run_1/layer_met1.png
(2 px per micron) Supply wires on this layer in grey.
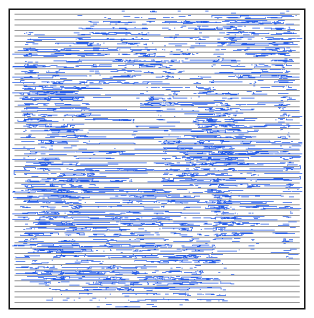
run_1/layer_met2.png
(2 px per micron) Cells faint in the background.
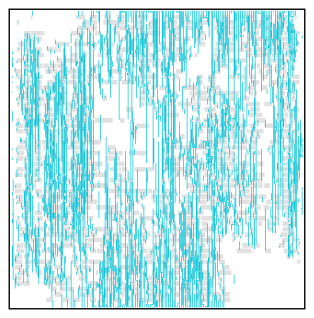
run_1/layer_met3.png
(2 px per micron)
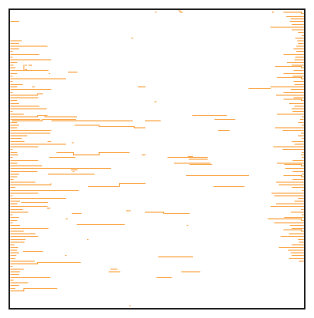
==> config.mk <==
export PLATFORM = sky130hd
export DESIGN_NAME = tl_probe_engine_flat
export DESIGN_NICKNAME = d
export VERILOG_FILES = /design/src/rtl/tl_probe_engine_if.sv /design/src/rtl/tl_probe_engine.sv /design/src/flat_wrapper.sv
export SDC_FILE = /design/constraint.sdc
export NUM_CORES = 1
export LEC_CHECK = 0
export CAP_MARGIN = 5
export CORE_AREA = 2 2 145 147
export DETAILED_ROUTE_END_ITERATION = 6
export DIE_AREA = 0 0 147 149
export PLACE_DENSITY_LB_ADDON = 0.15
export RECOVER_POWER = 25
export SYNTH_ARGS = -nofsm -noshare
export SYNTH_HDL_FRONTEND = slang
export SYNTH_SLANG_ARGS = --single-unit
==> constraint.sdc <==
create_clock -name clk_i -period 2 [get_ports clk_i]
set_input_delay 0.4 -clock clk_i [delete_from_list [all_inputs] [get_ports clk_i]]
set_output_delay 0.4 -clock clk_i [all_outputs]
set_load 0.005 [all_outputs]
==> src/rtl/tl_probe_engine_if.sv <==
// Bundle of the probe engine's job request, TileLink B/C channels, writeback
// stream and completion report; "slave" is the engine side, "master" the environment.
interface tl_probe_engine_if #(
    parameter int unsigned NUM_CLIENTS = 2,
    parameter int unsigned SRC_W       = 4,
    parameter int unsigned ADDR_W      = 64,
    parameter int unsigned DATA_W      = 64
);
    logic                   req_valid_i;
    logic                   req_ready_o;
    logic [ADDR_W-1:0]      req_addr_i;
    logic [2:0]             req_param_i;
    logic [NUM_CLIENTS-1:0] req_mask_i;

    logic                   tl_b_valid_o;
    logic                   tl_b_ready_i;
    logic [2:0]             tl_b_opcode_o;
    logic [2:0]             tl_b_param_o;
    logic [3:0]             tl_b_size_o;
    logic [SRC_W-1:0]       tl_b_source_o;
    logic [ADDR_W-1:0]      tl_b_address_o;
    logic [DATA_W/8-1:0]    tl_b_mask_o;

    logic                   tl_c_valid_i;
    logic                   tl_c_ready_o;
    logic [2:0]             tl_c_opcode_i;
    logic [2:0]             tl_c_param_i;
    logic [SRC_W-1:0]       tl_c_source_i;
    logic [ADDR_W-1:0]      tl_c_address_i;
    logic [DATA_W-1:0]      tl_c_data_i;
    logic                   tl_c_corrupt_i;

    logic                   wb_valid_o;
    logic                   wb_ready_i;
    logic [DATA_W-1:0]      wb_data_o;
    logic                   wb_last_o;

    logic                   done_o;
    logic [NUM_CLIENTS-1:0] done_acked_o;
    logic                   done_dirty_o;
    logic                   done_err_o;

    modport slave (
        input  req_valid_i, req_addr_i, req_param_i, req_mask_i,
        input  tl_b_ready_i,
        input  tl_c_valid_i, tl_c_opcode_i, tl_c_param_i, tl_c_source_i,
        input  tl_c_address_i, tl_c_data_i, tl_c_corrupt_i,
        input  wb_ready_i,
        output req_ready_o,
        output tl_b_valid_o, tl_b_opcode_o, tl_b_param_o, tl_b_size_o,
        output tl_b_source_o, tl_b_address_o, tl_b_mask_o,
        output tl_c_ready_o,
        output wb_valid_o, wb_data_o, wb_last_o,
        output done_o, done_acked_o, done_dirty_o, done_err_o
    );

    modport master (
        output req_valid_i, req_addr_i, req_param_i, req_mask_i,
        output tl_b_ready_i,
        output tl_c_valid_i, tl_c_opcode_i, tl_c_param_i, tl_c_source_i,
        output tl_c_address_i, tl_c_data_i, tl_c_corrupt_i,
        output wb_ready_i,
        input  req_ready_o,
        input  tl_b_valid_o, tl_b_opcode_o, tl_b_param_o, tl_b_size_o,
        input  tl_b_source_o, tl_b_address_o, tl_b_mask_o,
        input  tl_c_ready_o,
        input  wb_valid_o, wb_data_o, wb_last_o,
        input  done_o, done_acked_o, done_dirty_o, done_err_o
    );
endinterface

==> src/rtl/tl_probe_engine.sv <==
// Manager-side probe sequencer: probes each selected client on B, collects C acks,
// forwards one dirty line to writeback. Optional watchdog: TL_PROBE_TIMEOUT_EN.
module tl_probe_engine #(
    parameter int unsigned NUM_CLIENTS    = 2,
    parameter int unsigned SRC_BASE       = 0,
    parameter int unsigned SRC_W          = 4,
    parameter int unsigned ADDR_W         = 64,
    parameter int unsigned DATA_W         = 64,
    parameter int unsigned BEATS          = 8
`ifdef TL_PROBE_TIMEOUT_EN
    ,
    parameter int unsigned TIMEOUT_CYCLES = 1024
`endif
) (
    input  logic               clk_i,
    input  logic               rst_i,
    tl_probe_engine_if.slave   io
);
    localparam int unsigned BEAT_W     = (BEATS > 1) ? $clog2(BEATS) : 1;
    localparam logic [2:0]  OP_PROBE   = 3'd6;
    localparam logic [2:0]  OP_ACK     = 3'd4;
    localparam logic [2:0]  OP_ACKDATA = 3'd5;
    localparam logic [2:0]  PARAM_MAX  = 3'd5;

    typedef enum logic [1:0] {S_IDLE, S_SEND, S_COLLECT, S_DONE} state_t;

    state_t                 r_state;
    logic [ADDR_W-1:0]      r_addr;
    logic [2:0]             r_param;
    logic [NUM_CLIENTS-1:0] r_todo;
    logic [NUM_CLIENTS-1:0] r_pending;
    logic [NUM_CLIENTS-1:0] r_acked;
    logic                   r_dirty;
    logic                   r_err;
    logic [BEAT_W-1:0]      r_beat;
    logic [SRC_W-1:0]       r_burst_src;
    logic                   r_burst_fwd;

    logic                   w_active;
    logic                   w_b_valid;
    logic                   w_b_fire;
    logic [SRC_W-1:0]       w_b_idx;
    logic [NUM_CLIENTS-1:0] w_b_onehot;
    logic [SRC_W:0]         w_c_off;
    logic [NUM_CLIENTS-1:0] w_c_onehot;
    logic                   w_src_ok;
    logic                   w_is_ack;
    logic                   w_is_data;
    logic                   w_first;
    logic                   w_last;
    logic                   w_fwd;
    logic                   w_c_ready;
    logic                   w_c_fire;
    logic                   w_c_err;
    logic                   w_wb_valid;
    logic [NUM_CLIENTS-1:0] w_ack_set;
    logic [NUM_CLIENTS-1:0] w_b_set;
    logic [NUM_CLIENTS-1:0] w_todo_nxt;
    logic [NUM_CLIENTS-1:0] w_pending_nxt;

    assign w_active  = (r_state == S_SEND) || (r_state == S_COLLECT);
    assign w_b_valid = (r_state == S_SEND) && (|r_todo);
    assign w_b_fire  = w_b_valid && io.tl_b_ready_i;

    // Lowest outstanding client gets the next probe
    always_comb begin
        w_b_idx = '0;
        for (int i = NUM_CLIENTS - 1; i >= 0; i--) begin
            if (r_todo[i]) w_b_idx = SRC_W'(i);
        end
    end
    assign w_b_onehot = NUM_CLIENTS'(1) << w_b_idx;

    // Out-of-range sources (below SRC_BASE or beyond the last client) decode to no client
    assign w_c_off = {1'b0, io.tl_c_source_i} - (SRC_W+1)'(SRC_BASE);
    always_comb begin
        w_c_onehot = '0;
        for (int i = 0; i < NUM_CLIENTS; i++) begin
            w_c_onehot[i] = (w_c_off == (SRC_W+1)'(i));
        end
    end

    assign w_src_ok  = |(w_c_onehot & r_pending);
    assign w_is_ack  = (io.tl_c_opcode_i == OP_ACK);
    assign w_is_data = (io.tl_c_opcode_i == OP_ACKDATA);
    assign w_first   = (r_beat == '0);
    assign w_last    = (r_beat == BEAT_W'(BEATS - 1));
    // Only the first legitimate ProbeAckData of a job reaches writeback
    assign w_fwd     = w_is_data && (w_first ? (w_src_ok && !r_dirty) : r_burst_fwd);
    assign w_c_ready = w_active && (w_fwd ? io.wb_ready_i : 1'b1);
    assign w_c_fire  = io.tl_c_valid_i && w_c_ready;
    assign w_wb_valid = w_active && io.tl_c_valid_i && w_fwd;

    assign w_c_err = !w_src_ok
                   || (w_is_data && !w_first && (io.tl_c_source_i != r_burst_src))
                   || (io.tl_c_address_i != r_addr)
                   || io.tl_c_corrupt_i
                   || !(w_is_ack || w_is_data)
                   || (w_is_data && w_first && r_dirty)
                   || (io.tl_c_param_i > PARAM_MAX);

    assign w_ack_set     = (w_c_fire && (w_is_ack || (w_is_data && w_last)))
                           ? (w_c_onehot & r_pending) : '0;
    assign w_b_set       = w_b_fire ? w_b_onehot : '0;
    assign w_todo_nxt    = r_todo & ~w_b_set;
    assign w_pending_nxt = (r_pending | w_b_set) & ~w_ack_set;

`ifdef TL_PROBE_TIMEOUT_EN
    localparam int unsigned TMO_W = $clog2(TIMEOUT_CYCLES + 1);
    logic [TMO_W-1:0] r_tmo;
    logic             w_tmo_hit;
    assign w_tmo_hit = w_active && !w_b_fire && !w_c_fire
                       && (r_tmo == TMO_W'(TIMEOUT_CYCLES - 1));

    // Watchdog counts consecutive cycles without any B or C handshake
    always_ff @(posedge clk_i) begin
        if (rst_i || !w_active || w_b_fire || w_c_fire) r_tmo <= '0;
        else                                            r_tmo <= r_tmo + TMO_W'(1);
    end
`else
    logic w_tmo_hit;
    assign w_tmo_hit = 1'b0;
`endif

    always_ff @(posedge clk_i) begin
        if (rst_i) begin
            r_state     <= S_IDLE;
            r_addr      <= '0;
            r_param     <= '0;
            r_todo      <= '0;
            r_pending   <= '0;
            r_acked     <= '0;
            r_dirty     <= 1'b0;
            r_err       <= 1'b0;
            r_beat      <= '0;
            r_burst_src <= '0;
            r_burst_fwd <= 1'b0;
        end else begin
            case (r_state)
                S_IDLE: begin
                    if (io.req_valid_i) begin
                        r_addr    <= io.req_addr_i;
                        r_param   <= io.req_param_i;
                        r_todo    <= io.req_mask_i;
                        r_pending <= '0;
                        r_state   <= (io.req_mask_i == '0) ? S_DONE : S_SEND;
                    end
                end
                S_SEND, S_COLLECT: begin
                    r_todo    <= w_todo_nxt;
                    r_pending <= w_pending_nxt;
                    r_acked   <= r_acked | w_ack_set;
                    if (w_c_fire && w_c_err) r_err <= 1'b1;
                    if (w_c_fire && w_is_data) begin
                        r_beat <= w_last ? '0 : r_beat + BEAT_W'(1);
                        if (w_first) begin
                            r_burst_src <= io.tl_c_source_i;
                            r_burst_fwd <= w_fwd;
                        end
                        if (w_last && w_fwd) r_dirty <= 1'b1;
                    end
                    if (r_state == S_SEND) begin
                        if (w_todo_nxt == '0) r_state <= S_COLLECT;
                    end else if ((r_pending == '0) && (r_todo == '0)) begin
                        r_state <= S_DONE;
                    end
                    if (w_tmo_hit) begin
                        r_err   <= 1'b1;
                        r_state <= S_DONE;
                    end
                end
                default: begin
                    r_state     <= S_IDLE;
                    r_addr      <= '0;
                    r_param     <= '0;
                    r_todo      <= '0;
                    r_pending   <= '0;
                    r_acked     <= '0;
                    r_dirty     <= 1'b0;
                    r_err       <= 1'b0;
                    r_beat      <= '0;
                    r_burst_src <= '0;
                    r_burst_fwd <= 1'b0;
                end
            endcase
        end
    end

    assign io.req_ready_o    = (r_state == S_IDLE);
    assign io.tl_b_valid_o   = w_b_valid;
    assign io.tl_b_opcode_o  = w_b_valid ? OP_PROBE : 3'd0;
    assign io.tl_b_param_o   = w_b_valid ? r_param : 3'd0;
    assign io.tl_b_size_o    = w_b_valid ? 4'd6 : 4'd0;
    assign io.tl_b_source_o  = w_b_valid ? SRC_W'(SRC_BASE) + w_b_idx : '0;
    assign io.tl_b_address_o = w_b_valid ? r_addr : '0;
    assign io.tl_b_mask_o    = w_b_valid ? '1 : '0;
    assign io.tl_c_ready_o   = w_c_ready;
    assign io.wb_valid_o     = w_wb_valid;
    assign io.wb_data_o      = (w_active && w_fwd) ? io.tl_c_data_i : '0;
    assign io.wb_last_o      = w_wb_valid && w_last;
    assign io.done_o         = (r_state == S_DONE);
    assign io.done_acked_o   = (r_state == S_DONE) ? r_acked : '0;
    assign io.done_dirty_o   = (r_state == S_DONE) && r_dirty;
    assign io.done_err_o     = (r_state == S_DONE) && r_err;
endmodule

==> src/flat_wrapper.sv <==
// flat-port wrapper written by rule: the top's interface ports become plain ports
module tl_probe_engine_flat 
#(
    parameter int unsigned NUM_CLIENTS    = 2,
    parameter int unsigned SRC_BASE       = 0,
    parameter int unsigned SRC_W          = 4,
    parameter int unsigned ADDR_W         = 64,
    parameter int unsigned DATA_W         = 64,
    parameter int unsigned BEATS          = 8

)
  (clk_i, rst_i, io_req_valid_i, io_req_addr_i, io_req_param_i, io_req_mask_i, io_tl_b_ready_i, io_tl_c_valid_i, io_tl_c_opcode_i, io_tl_c_param_i, io_tl_c_source_i, io_tl_c_address_i, io_tl_c_data_i, io_tl_c_corrupt_i, io_wb_ready_i, io_req_ready_o, io_tl_b_valid_o, io_tl_b_opcode_o, io_tl_b_param_o, io_tl_b_size_o, io_tl_b_source_o, io_tl_b_address_o, io_tl_b_mask_o, io_tl_c_ready_o, io_wb_valid_o, io_wb_data_o, io_wb_last_o, io_done_o, io_done_acked_o, io_done_dirty_o, io_done_err_o);
  tl_probe_engine_if #(.NUM_CLIENTS(NUM_CLIENTS), .SRC_W(SRC_W), .ADDR_W(ADDR_W), .DATA_W(DATA_W)) io_i ();
  input  logic clk_i;
  input  logic rst_i;
  input wire logic [$bits(io_i.req_valid_i)-1:0] io_req_valid_i;
  input wire logic [$bits(io_i.req_addr_i)-1:0] io_req_addr_i;
  input wire logic [$bits(io_i.req_param_i)-1:0] io_req_param_i;
  input wire logic [$bits(io_i.req_mask_i)-1:0] io_req_mask_i;
  input wire logic [$bits(io_i.tl_b_ready_i)-1:0] io_tl_b_ready_i;
  input wire logic [$bits(io_i.tl_c_valid_i)-1:0] io_tl_c_valid_i;
  input wire logic [$bits(io_i.tl_c_opcode_i)-1:0] io_tl_c_opcode_i;
  input wire logic [$bits(io_i.tl_c_param_i)-1:0] io_tl_c_param_i;
  input wire logic [$bits(io_i.tl_c_source_i)-1:0] io_tl_c_source_i;
  input wire logic [$bits(io_i.tl_c_address_i)-1:0] io_tl_c_address_i;
  input wire logic [$bits(io_i.tl_c_data_i)-1:0] io_tl_c_data_i;
  input wire logic [$bits(io_i.tl_c_corrupt_i)-1:0] io_tl_c_corrupt_i;
  input wire logic [$bits(io_i.wb_ready_i)-1:0] io_wb_ready_i;
  output wire logic [$bits(io_i.req_ready_o)-1:0] io_req_ready_o;
  output wire logic [$bits(io_i.tl_b_valid_o)-1:0] io_tl_b_valid_o;
  output wire logic [$bits(io_i.tl_b_opcode_o)-1:0] io_tl_b_opcode_o;
  output wire logic [$bits(io_i.tl_b_param_o)-1:0] io_tl_b_param_o;
  output wire logic [$bits(io_i.tl_b_size_o)-1:0] io_tl_b_size_o;
  output wire logic [$bits(io_i.tl_b_source_o)-1:0] io_tl_b_source_o;
  output wire logic [$bits(io_i.tl_b_address_o)-1:0] io_tl_b_address_o;
  output wire logic [$bits(io_i.tl_b_mask_o)-1:0] io_tl_b_mask_o;
  output wire logic [$bits(io_i.tl_c_ready_o)-1:0] io_tl_c_ready_o;
  output wire logic [$bits(io_i.wb_valid_o)-1:0] io_wb_valid_o;
  output wire logic [$bits(io_i.wb_data_o)-1:0] io_wb_data_o;
  output wire logic [$bits(io_i.wb_last_o)-1:0] io_wb_last_o;
  output wire logic [$bits(io_i.done_o)-1:0] io_done_o;
  output wire logic [$bits(io_i.done_acked_o)-1:0] io_done_acked_o;
  output wire logic [$bits(io_i.done_dirty_o)-1:0] io_done_dirty_o;
  output wire logic [$bits(io_i.done_err_o)-1:0] io_done_err_o;
  assign io_i.req_valid_i = io_req_valid_i;
  assign io_i.req_addr_i = io_req_addr_i;
  assign io_i.req_param_i = io_req_param_i;
  assign io_i.req_mask_i = io_req_mask_i;
  assign io_i.tl_b_ready_i = io_tl_b_ready_i;
  assign io_i.tl_c_valid_i = io_tl_c_valid_i;
  assign io_i.tl_c_opcode_i = io_tl_c_opcode_i;
  assign io_i.tl_c_param_i = io_tl_c_param_i;
  assign io_i.tl_c_source_i = io_tl_c_source_i;
  assign io_i.tl_c_address_i = io_tl_c_address_i;
  assign io_i.tl_c_data_i = io_tl_c_data_i;
  assign io_i.tl_c_corrupt_i = io_tl_c_corrupt_i;
  assign io_i.wb_ready_i = io_wb_ready_i;
  assign io_req_ready_o = io_i.req_ready_o;
  assign io_tl_b_valid_o = io_i.tl_b_valid_o;
  assign io_tl_b_opcode_o = io_i.tl_b_opcode_o;
  assign io_tl_b_param_o = io_i.tl_b_param_o;
  assign io_tl_b_size_o = io_i.tl_b_size_o;
  assign io_tl_b_source_o = io_i.tl_b_source_o;
  assign io_tl_b_address_o = io_i.tl_b_address_o;
  assign io_tl_b_mask_o = io_i.tl_b_mask_o;
  assign io_tl_c_ready_o = io_i.tl_c_ready_o;
  assign io_wb_valid_o = io_i.wb_valid_o;
  assign io_wb_data_o = io_i.wb_data_o;
  assign io_wb_last_o = io_i.wb_last_o;
  assign io_done_o = io_i.done_o;
  assign io_done_acked_o = io_i.done_acked_o;
  assign io_done_dirty_o = io_i.done_dirty_o;
  assign io_done_err_o = io_i.done_err_o;
  tl_probe_engine #(.NUM_CLIENTS(NUM_CLIENTS), .SRC_BASE(SRC_BASE), .SRC_W(SRC_W), .ADDR_W(ADDR_W), .DATA_W(DATA_W), .BEATS(BEATS)) u_core (.clk_i(clk_i), .rst_i(rst_i), .io(io_i));
endmodule
==> out/qor.rpt, run 1 <==
==========================================================================================
Result of the run ........................................................... finished, violations left
Violations in the final reports ............................................. negative setup slack
Final-report setup violation count ..........................................          179
Prevailing post-synth register cell .........................................      dfxtp_1
Rows ........................................................................           53
Aoi share ...................................................................        0.121
Pre-Place Util ..............................................................        0.267
Setup repair after global routing missed its margin .........................         true
Detailed-routed wire length on met2 ......................................... 14600 microns
Worst min path class ........................................................ input port to register
Commonest cells in the synthesized netlist .................................. dfxtp_1 (85), nand2_1 (81), a21oi_1 (76)
Number of standard cells reported by yosys ..................................          725
Stage-log warning count .....................................................           33
Async S/R FF share, synth ...................................................            0
Comb power frac .............................................................        0.632
Number of buffers created by CTS ............................................            9
ClkCell Share ...............................................................       0.0243
Wire length of the first global-routing pass ................................ 39100 microns
H-tree depth ................................................................            3
Net count, final ............................................................         1385
Ratio of routed vias to standard cells ......................................         4.73
Total placed cells including tap cells ......................................         1354
Largest registers ........................................................... u_core.r_addr: 64 flops, u_core.r_burst_src: 4 flops
Worst Setup Slack, final ....................................................    -0.389 ns
Netlist cell types ..........................................................           54
Cycle use final .............................................................         1.19
Number of DRC violations after detailed-routing iteration 0 .................          294
Placer's final routability congestion estimate ..............................        0.825
Sequential fraction of design power .........................................        0.230
Critical path capture point ................................................. io_wb_data_o[50]
Arrival time of the worst setup path ........................................      1.99 ns
Clock edge transition at the registers on the reported setup and hold paths .      0.07 ns
Tally of max-capacitance violations .........................................            0
Num tapcells ................................................................          275
Startpoint Class ............................................................     register
Number of sequential cells in the layout ....................................           85
Non-clock buffer share ......................................................        0.447
==========================================================================================
Back to the opening pictures, layer_met1.png:
nets with wire on the layer: 1187
longest straight run: 61.2 microns
share of all routed wire: 39%
main direction: horizontal

Back to the opening pictures, layer_met2.png:
nets with wire on the layer: 1150
share of all routed wire: 52%

Back to the opening pictures, layer_met3.png:
wire length on this layer: 2030 microns
nets with wire on the layer: 221
share of all routed wire: 7.2%
longest straight run: 49.9 microns

==> inputs of run 2 (changes only) <==
--- a/config.mk
+++ b/config.mk
@@ -6,9 +6,9 @@
 export NUM_CORES = 1
 export LEC_CHECK = 0
 export CAP_MARGIN = 5
-export CORE_AREA = 2 2 145 147
+export CORE_AREA = 2 2 147 149
 export DETAILED_ROUTE_END_ITERATION = 6
-export DIE_AREA = 0 0 147 149
+export DIE_AREA = 0 0 149 151
 export PLACE_DENSITY_LB_ADDON = 0.15
 export RECOVER_POWER = 25
 export SYNTH_ARGS = -nofsm -noshare
run_2/layer_met3.png
(2 px per micron)
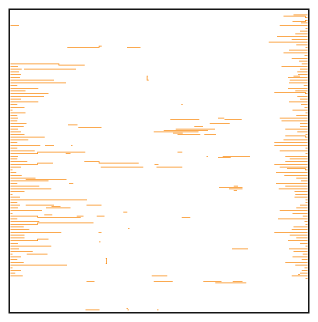
share of all routed wire: 7.0%
nets with wire on the layer: 220
main direction: horizontal

run_2/layer_met2.png
(2 px per micron) Cells faint in the background.
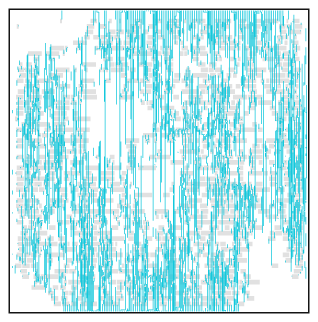
longest straight run: 75.0 microns
share of all routed wire: 52%
wire length on this layer: 14700 microns
nets with wire on the layer: 1153
main direction: vertical
total via count in the routed design: 6863
Routed WL: 28200 microns
global routing usage on met2: 0.434

==> run 2 against run 1 <==
Net effect:
- the run still ends with negative setup slack left
- total power shrank 6.8%
- sequential power is essentially flat
- non-clock buffer count grew 2
- critical path depth grew 1
- combinational power shrank 12%
- area after synthesis is the same
- worst setup slack lost 0.020 ns
- register-to-register slack lost 0.13 ns
- clock power grew 6%
- global-route usage grew 0.085 points
==> out/qor.rpt, run 2 <==
==========================================================================================
Final-report setup violation count ..........................................          202   was 179
Commonest cells in the synthesized netlist .................................. dfxtp_1 (85), nand2_1 (81), a21oi_1 (76)   unchanged
Tally of max-capacitance violations .........................................            0   unchanged
DP HPWL ..................................................................... 19100 microns   was 18700 microns
Post-synthesis instance total ...............................................          725   unchanged
Cycle use final .............................................................         1.20   was 1.19
Sequential fraction of design power .........................................        0.247   was 0.230
Fraction of synthesized cell area taken by the top area cell type ...........        0.310   unchanged
Netlist cell types ..........................................................           54   unchanged
Total placed cells including tap cells ......................................         1361   was 1354
Clock edge transition at the registers on the reported setup and hold paths .      0.07 ns   about the same
Clock tree from TritonCTS ...................................................        built   unchanged
Critical path capture point ................................................. io_tl_b_param_o[1]   was io_wb_data_o[50]
Pre-Place Util ..............................................................        0.264   was 0.267
Startpoint Class ............................................................     register   unchanged
Placer's final routability congestion estimate ..............................        0.842   was 0.825
Setup repair after global routing missed its margin .........................         true   unchanged
Wire length of the first global-routing pass ................................ 39600 microns   was 39100 microns
Count of non-filler cells in the finished layout ............................         1448   was 1444
Hold path depth .............................................................            2   unchanged
Register with the highest flop count ........................................ u_core.r_addr   unchanged
Comb power frac .............................................................        0.597   was 0.632
Async S/R FF share, synth ...................................................            0   unchanged
Cts repair resizes ..........................................................          698   was 720
Number of nets still failing antenna checks after routing ...................            0   unchanged
Initial antenna violation count .............................................            1   unchanged
Stage-log warning count .....................................................           33   unchanged
ANT cells ...................................................................            1   was 0
Setup slack of the most critical reg-to-reg path ............................     -0.18 ns   was -0.05 ns
Num tapcells ................................................................          275   unchanged
ClkCell Share ...............................................................       0.0266   was 0.0243
Number of sequential cells in the layout ....................................           85   unchanged
Overall routing resource usage ..............................................        0.233   was 0.232
Aoi share ...................................................................        0.121   unchanged
Number of DRC violations after detailed-routing iteration 0 .................          384   was 294
Maximum buffer depth of the clock tree ......................................            2   unchanged
Number of standard cells reported by yosys ..................................          725   unchanged
Result of the run ........................................................... finished, violations left   unchanged
Worst min path class ........................................................ input port to register   unchanged
Detailed-routed wire length on met2 ......................................... 14700 microns   was 14600 microns
Worst rel slew slack ........................................................        0.618
Arrival time of the worst setup path ........................................      2.01 ns   was 1.99 ns
Non-clock buffer share ......................................................        0.457   was 0.447
Crit-path max FO ............................................................            4   was 6
Number of buffers created by CTS ............................................            9   unchanged
H-tree depth ................................................................            3   unchanged
Ratio of routed vias to standard cells ......................................         4.74   was 4.73
Routed length on met3 ....................................................... 1960 microns   was 2030 microns
I/O pins ....................................................................          374   unchanged
Net count, final ............................................................         1388   was 1385
Rows ........................................................................           53   unchanged
Worst Setup Slack, final ....................................................    -0.408 ns   was -0.389 ns
Combinational cell power ....................................................      6.69 mW   was 7.61 mW
Largest registers ........................................................... u_core.r_addr: 64 flops, u_core.r_burst_src: 4 flops   unchanged
Violations in the final reports ............................................. negative setup slack   unchanged
Prevailing post-synth register cell .........................................      dfxtp_1   unchanged
==========================================================================================
run_2/layer_met1.png
(2 px per micron) Supply wires on this layer in grey.
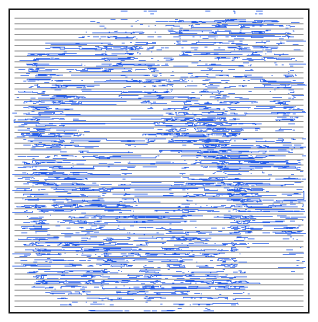
nets with wire on the layer: 1179
main direction: horizontal
longest straight run: 66.2 microns
share of all routed wire: 39%
wire length on this layer: 11000 microns

Power figures rest on the tool's default switching activity, not on a simulated workload.
